$ cat src/rtl/mem_bridge.sv
// mem_bridge: terminates the core's req/we/adr/dat/byteNr/done port on a
// 32-bit synchronous single-port RAM. Byte-addressed 1/2/4-byte accesses are
// turned into one or two word accesses; misaligned accesses that straddle a
// word boundary are split in two. Range and size faults end with err_o.
//
// Core-side handshake: req_i is sampled only in IDLE. The transaction ends
// with a single-cycle done_o pulse, qualified by err_o and carrying dat_o.
// req_i may drop after it has been sampled. A request held high in the cycle
// after done_o starts the next transaction.
module mem_bridge #(
  parameter int          AW          = 10,
  parameter logic [31:0] BASE        = 32'h0,
  parameter int          WAIT_STATES = 0
) (
  input  logic          clk_i,
  input  logic          rst_ni,
  input  logic          req_i,
  input  logic          we_i,
  input  logic [31:0]   adr_i,
  input  logic [31:0]   dat_i,
  input  logic [2:0]    byteNr_i,
  output logic [31:0]   dat_o,
  output logic          done_o,
  output logic          err_o,
  output logic          mem_en_o,
  output logic          mem_we_o,
  output logic [3:0]    mem_be_o,
  output logic [AW-1:0] mem_adr_o,
  output logic [31:0]   mem_wdat_o,
  input  logic [31:0]   mem_rdat_i
);

  typedef enum logic [2:0] {
    IDLE = 3'd0,
    P0   = 3'd1,
    W0   = 3'd2,
    P1   = 3'd3,
    W1   = 3'd4,
    RESP = 3'd5
  } state_t;

  localparam logic [3:0] WS = WAIT_STATES[3:0];

  // Byte-lane mask of a right-aligned access of n bytes (0 for illegal sizes).
  function automatic logic [3:0] size_mask(input logic [2:0] n);
    logic [3:0] m;
    case (n)
      3'd1:    m = 4'b0001;
      3'd2:    m = 4'b0011;
      3'd4:    m = 4'b1111;
      default: m = 4'b0000;
    endcase
    return m;
  endfunction

  // Bit mask that keeps the low n bytes of a word.
  function automatic logic [31:0] keep_mask(input logic [2:0] n);
    logic [3:0] m;
    m = size_mask(n);
    return {{8{m[3]}}, {8{m[2]}}, {8{m[1]}}, {8{m[0]}}};
  endfunction

  state_t          state_q, state_d;
  logic            we_q, we_d;
  logic [1:0]      off_q, off_d;
  logic [AW-1:0]   a_q, a_d;
  logic [31:0]     wdat_q, wdat_d;
  logic [2:0]      nr_q, nr_d;
  logic            split_q, split_d;
  logic            err_q, err_d;
  logic [3:0]      wcnt_q, wcnt_d;
  logic [31:0]     r0_q, r0_d;
  logic [31:0]     r1_q, r1_d;

  // Request decode, evaluated on the raw inputs while IDLE.
  logic [3:0] req_end;
  logic       split_in, size_ok, range_ok, wrap, err_in;

  assign req_end  = {2'b00, adr_i[1:0]} + {1'b0, byteNr_i};
  assign split_in = (req_end > 4'd4);
  assign size_ok  = (byteNr_i == 3'd1) || (byteNr_i == 3'd2) || (byteNr_i == 3'd4);
  assign range_ok = (adr_i[31:AW+2] == BASE[31:AW+2]);
  assign wrap     = split_in && (adr_i[AW+1:2] == {AW{1'b1}});
  assign err_in   = !size_ok || !range_ok || wrap;

  // Lane math on the captured request.
  logic [7:0]    mask8;
  logic [63:0]   w64;
  logic [31:0]   rd_lo;
  logic          last_wait;
  logic [AW-1:0] a_next;

  assign mask8     = {4'b0000, size_mask(nr_q)} << off_q;
  assign w64       = {32'b0, wdat_q} << {off_q, 3'b000};
  assign rd_lo     = 32'({r1_q, r0_q} >> {off_q, 3'b000});
  assign last_wait = (wcnt_q == WS);
  assign a_next    = a_q + {{(AW-1){1'b0}}, 1'b1};

  // State and datapath registers.
  always_ff @(posedge clk_i or negedge rst_ni) begin
    if (!rst_ni) begin
      state_q <= IDLE;
      we_q    <= 1'b0;
      off_q   <= 2'b00;
      a_q     <= '0;
      wdat_q  <= 32'b0;
      nr_q    <= 3'b0;
      split_q <= 1'b0;
      err_q   <= 1'b0;
      wcnt_q  <= 4'b0;
      r0_q    <= 32'b0;
      r1_q    <= 32'b0;
    end else begin
      state_q <= state_d;
      we_q    <= we_d;
      off_q   <= off_d;
      a_q     <= a_d;
      wdat_q  <= wdat_d;
      nr_q    <= nr_d;
      split_q <= split_d;
      err_q   <= err_d;
      wcnt_q  <= wcnt_d;
      r0_q    <= r0_d;
      r1_q    <= r1_d;
    end
  end

  // Next-state logic: capture in IDLE, walk one or two word accesses, respond.
  always_comb begin
    state_d = state_q;
    we_d    = we_q;
    off_d   = off_q;
    a_d     = a_q;
    wdat_d  = wdat_q;
    nr_d    = nr_q;
    split_d = split_q;
    err_d   = err_q;
    wcnt_d  = wcnt_q;
    r0_d    = r0_q;
    r1_d    = r1_q;
    case (state_q)
      IDLE: begin
        if (req_i) begin
          we_d    = we_i;
          off_d   = adr_i[1:0];
          a_d     = adr_i[AW+1:2];
          // Bytes above the access size are dropped so disabled lanes carry zero.
          wdat_d  = dat_i & keep_mask(byteNr_i);
          nr_d    = byteNr_i;
          split_d = split_in;
          err_d   = err_in;
          r0_d    = 32'b0;
          r1_d    = 32'b0;
          state_d = err_in ? RESP : P0;
        end
      end
      P0: begin
        wcnt_d  = 4'b0;
        state_d = W0;
      end
      W0: begin
        if (last_wait) begin
          r0_d    = mem_rdat_i;
          state_d = split_q ? P1 : RESP;
        end else begin
          wcnt_d = wcnt_q + 4'd1;
        end
      end
      P1: begin
        wcnt_d  = 4'b0;
        state_d = W1;
      end
      W1: begin
        if (last_wait) begin
          r1_d    = mem_rdat_i;
          state_d = RESP;
        end else begin
          wcnt_d = wcnt_q + 4'd1;
        end
      end
      RESP:    state_d = IDLE;
      default: state_d = IDLE;
    endcase
  end

  // Outputs decoded from registered state; everything is zero outside its state.
  always_comb begin
    mem_en_o   = 1'b0;
    mem_we_o   = 1'b0;
    mem_be_o   = 4'b0;
    mem_adr_o  = '0;
    mem_wdat_o = 32'b0;
    done_o     = 1'b0;
    err_o      = 1'b0;
    dat_o      = 32'b0;
    case (state_q)
      P0: begin
        mem_en_o   = 1'b1;
        mem_we_o   = we_q;
        mem_be_o   = mask8[3:0];
        mem_adr_o  = a_q;
        mem_wdat_o = w64[31:0];
      end
      P1: begin
        mem_en_o   = 1'b1;
        mem_we_o   = we_q;
        mem_be_o   = mask8[7:4];
        mem_adr_o  = a_next;
        mem_wdat_o = w64[63:32];
      end
      RESP: begin
        done_o = 1'b1;
        err_o  = err_q;
        if (!we_q && !err_q) dat_o = rd_lo & keep_mask(nr_q);
      end
      default: ;
    endcase
  end

endmodule
$ cat config.mk
export PLATFORM = sky130hd
export DESIGN_NAME = mem_bridge
export DESIGN_NICKNAME = d
export VERILOG_FILES = /design/src/rtl/mem_bridge.sv
export SDC_FILE = /design/constraint.sdc
export NUM_CORES = 1
export LEC_CHECK = 0
export CORE_ASPECT_RATIO = 1.75
export CORE_MARGIN = 2
export CORE_UTILIZATION = 45
export CTS_BUF_LIST = sky130_fd_sc_hd__clkbuf_4 sky130_fd_sc_hd__clkbuf_8
export DETAILED_ROUTE_END_ITERATION = 10
export GPL_TIMING_DRIVEN = 0
export PLACE_DENSITY = 0.86
export SETUP_SLACK_MARGIN = 0.4
export SLEW_MARGIN = 10
export SYNTH_ARGS = -nofsm -noshare
export SYNTH_HDL_FRONTEND = slang
export SYNTH_SLANG_ARGS = --single-unit
$ cat constraint.sdc
create_clock -name clk_i -period 2.8 [get_ports clk_i]
set_input_delay 0.7 -clock clk_i [delete_from_list [all_inputs] [get_ports clk_i]]
set_output_delay 0.7 -clock clk_i [all_outputs]
set_load 0.05 [all_outputs]
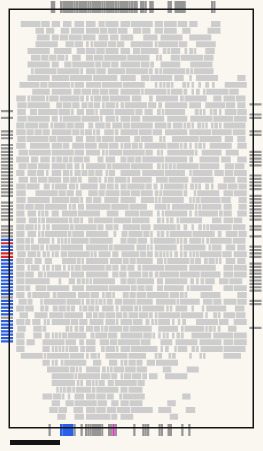
**Above:** I/O pins on the die edge.
Scale bar: 20 µm. Pins as bars across the die edge, other pins in gray.
red -> `byteNr_i`  # pins 3, direction input, edge left
magenta -> `mem_we_o`  # pins 1, direction output, edge bottom
blue -> `adr_i`  # pins 32, direction input, edge 26 left, 6 bottom
all pins by edge = 62 left, 50 top, 42 right, 31 bottom

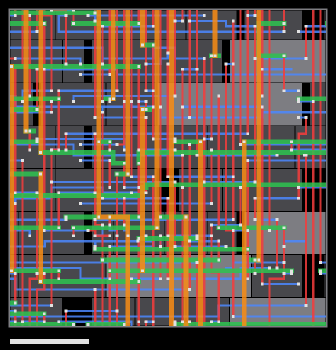
**Above:** zoomed window.
Scale bar: 5 µm. Window x 39 to 59, y 107 to 127 µm. Cells in gray, sequential cells in the stronger gray; small squares are vias.
blue -> met1
orange -> met4
green -> met3
red -> met2
most frequent = buf_6 (5), dfrtp_1 (5)
sequential cells in the window = 5
netlist names of flops here include = `r1_q` (2), `wdat_q` (2)
cells with their middle in the window = 34

==> impl_metrics.tcl <==
# collected from the flow reports
set metrics [dict create \
    post_cts_buffers 41 \
    antenna_cells 0 \
    fp_nets 860 \
    first_pass_iters 8 \
    synth-async-reset-ratio 1.000 \
    max_stage_delay_ns 0.59 \
    dr.first_iter.drc_count 839 \
    fin_crit_ns 2.999 \
    ys_cells 751 \
    netlist_area_um2 6868 \
    finClkSkew_ns 0.01141 \
    grt_pass1_vias 7870 \
    numCtsBuffers 17 \
    crit_type "flop to primary output" \
    warnings 30 \
    die_h_um 167.4 \
    worst_pin_slew_ns 0.7165 \
    hpwlAfterDp_mm 17.54 \
    finalHoldViolations 0 \
    initCoreUtil 0.4606 \
    nFillCells 764 \
    edf_count 0 \
    syn2layout_area_growth_pct 74.70 \
    nets 1157 \
    hold_path.class "input pin to async pin" \
    core_area_um2 14910 \
    grt_start_max_net_pins 71 \
    numSynthFlops 113 \
    lay_top_cells "193 x nand2_1, 110 x dfrtp_1, 98 x clkdlybuf4s50_1" \
    drive_above_1_share 0.4072 \
    portBuffers 183 \
    arrival_ns 2.30 \
    drc 0 \
    grtUsageTotal 0.3328 \
    fin_crit_sh 1.071 \
    grt_pass1_wl_mm 42.23 \
    cp.required_ns 2.10 \
    ys_seq_frac 0.4117 \
    drv_slew 0 \
    clock_path_buffers 2 \
    end_kind "primary output" \
    violations "negative setup slack" \
    final_cell_area_um2 12000 \
    lay_top_count "nand2_1" \
    synth.top_cell.area_share 0.4117 \
    peakVddDrop_v 0.0006925 \
    post_cts_resize_count 710 \
    setup_viol 54 \
    setup_slack_ns -0.1992 \
    clk_latency_ns 0.46 \
    status "finished with violations" \
    ys_types 58 \
    r2r_start "wcnt_q[1]$_DFFE_PN0P_" \
    syn_area_per_cell_um2 9.145 \
    grt-ovfl-total 0 \
    maxCapViolCount 0 \
    num_vias 8119 \
    p_leak_nw 4.976 \
    antenna_found_initial 0 \
    path_cells "xor2_2 -> a2bb2oi_1 -> o32a_1 -> o32ai_4 -> buf_6" \
    die_area_um2 16300 \
    io_pins 185 \
    rsz0062_at_grt "yes" \
    htreeDepth 4 \
    ys_top_cells_by_area "dfrtp_1 41%, nand2_1 11%, mux4_2 10%, o21ai_0 6.0%, a22o_1 3.8%" \
    wl_mm 32.07 \
    cts.sinks 113 \
    crit_path_max_fanout 9 \
    place_congestion 0.9453 \
    ctsHoldBuffers 0 \
    ff_type "dfrtp_1" \
    maxSlewHeadroom 0.5219 \
    cp-start-kind "flop" \
    timing.fmax_mhz 333.4 \
    crit_path_top_delay_cell "xor2_2" \
    place_ws_ns -0.9821 \
    die_w_um 97.39 \
    root_buffer "clkbuf_8" \
]
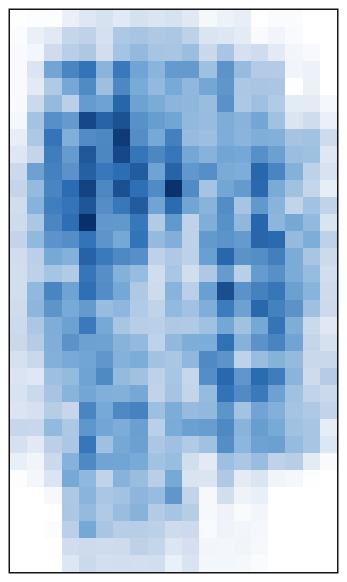
**Above:** signal metal coverage by tile.
The die is cut into 19 by 33 equal tiles; white is low, dark blue is high, scaled to the fullest tile. Values are wire area over tile area, all layers added.
fullest tile = 0.93
mean over tiles = 0.35
nearly empty tiles = 8.0%
tiles over half the peak = 31%

flip-flops by register name, summed over array words and instances, names as in the netlist:
name	cells
split_q	1
r0_q	32
wcnt_q	4
wdat_q	32
state_q	3
a_q	10
r1_q	24
err_q	1
we_q	1
nr_q	3
off_q	2
routing by layer:
layer | wire length [µm] | share of wire | global-route usage | vias up
li1 | - | - | - | 3293
met2 | 16310 | 0.51 | 0.5775 | 738
met5 | 0 | 0 | 0 | -
met1 | 9831 | 0.31 | 0.3608 | 3864
met4 | 2868 | 0.089 | 0.2228 | 0
met3 | 3061 | 0.095 | 0.07095 | 224
logic make-up after synthesis:
| group | count (synthesis) | synth area share |
|---|---|---|
| AOI/OAI and AO/OA | 173 | 0.1554 |
| xor gates and xnor gates | 13 | 0.01658 |
| adders and majority gates | 6 | 0.01202 |
| buffers and inverters | 68 | 0.04318 |
| DFF | 113 | 0.4117 |
| muxes | 57 | 0.1419 |
| and+or+nand+nor | 321 | 0.2192 |
report_power, final:
part / total, mW / switching (mW) / internal (mW)
Sequential: 3.10 / 0.845 / 2.25
Combinational: 7.76 / 4.31 / 3.45
Clock: 1.75 / 0.773 / 0.977
Total: 12.6 / 5.93 / 6.67
worst max path at each step:
stage / depth (start not counted) / slack (ns) / startpoint / end
6_report: 5 / -0.20 / nr_q[2]$_DFFE_PN0P_ / mem_be_o[2]
5_1_grt: 5 / -0.22 / nr_q[2]$_DFFE_PN0P_ / mem_be_o[2]
4_1_cts: 6 / -0.15 / state_q[1]$_DFFE_PN0P_ / mem_be_o[0]
3_5_place_dp: 6 / -0.98 / state_q[0]$_DFFE_PN0P_ / mem_wdat_o[30]
3_3_place_gp: 1 / -3.28 / rst_ni / r0_q[29]$_DFFE_PN0P_
2_1_floorplan: 6 / 0.24 / state_q[2]$_DFFE_PN0P_ / mem_be_o[2]
cells in the mapped netlist, types with 7 or more instances:
cell      count
buf_2        12
nor2_1       24
nor2b_1      10
mux2i_1      22
o22ai_1      10
inv_1        11
xnor2_1       8
o21ai_1       7
nor4_1        8
a22o_1       30
dfrtp_1     113
clkbuf_1     40
and3_1       32
nand2_1     203
mux4_2       32
o21ai_0      83
a21oi_1      19
nand3_1       8
through the flow:
step | std cells | utilization | TNS, ns | total power, mW | hold WS (ns)
floorplan | 751 | - | 0 | 6.299 | 0.4044
global placement | 1117 | 0.6285 | -412.33 | 7.797 | 0.4605
detailed placement | 1118 | 0.6304 | -50.68 | 7.964 | 0.4696
CTS | 1196 | 0.7364 | -3.796 | 11.12 | 0.1793
global route | 1244 | 0.8046 | -5.531 | 12.93 | 0.1921
finish | 1244 | 0.8046 | -4.605 | 12.60 | 0.1591
area by class of cell:
class,instances,area [µm²],area share
well taps,183,229.0,0.01908
flip-flops and latches,113,2831,0.2360
repair buffers,276,3043,0.2536
clock inverters,14,190.2,0.01585
multi-input cells,572,4853,0.4045
clock buffers,18,241.5,0.02013
plain buffers,56,555.5,0.04630
inverters,12,53.80,0.004484
worst max-delay path: cells and delay by family, from the launching register on:
kind            cells  cell delay [ns]
xor+xnor            1             0.59
buf+inv             1             0.20
flops               1             0.47
compound gates      3             0.59
No activity file was given, so power comes from the tool's default toggle rates.
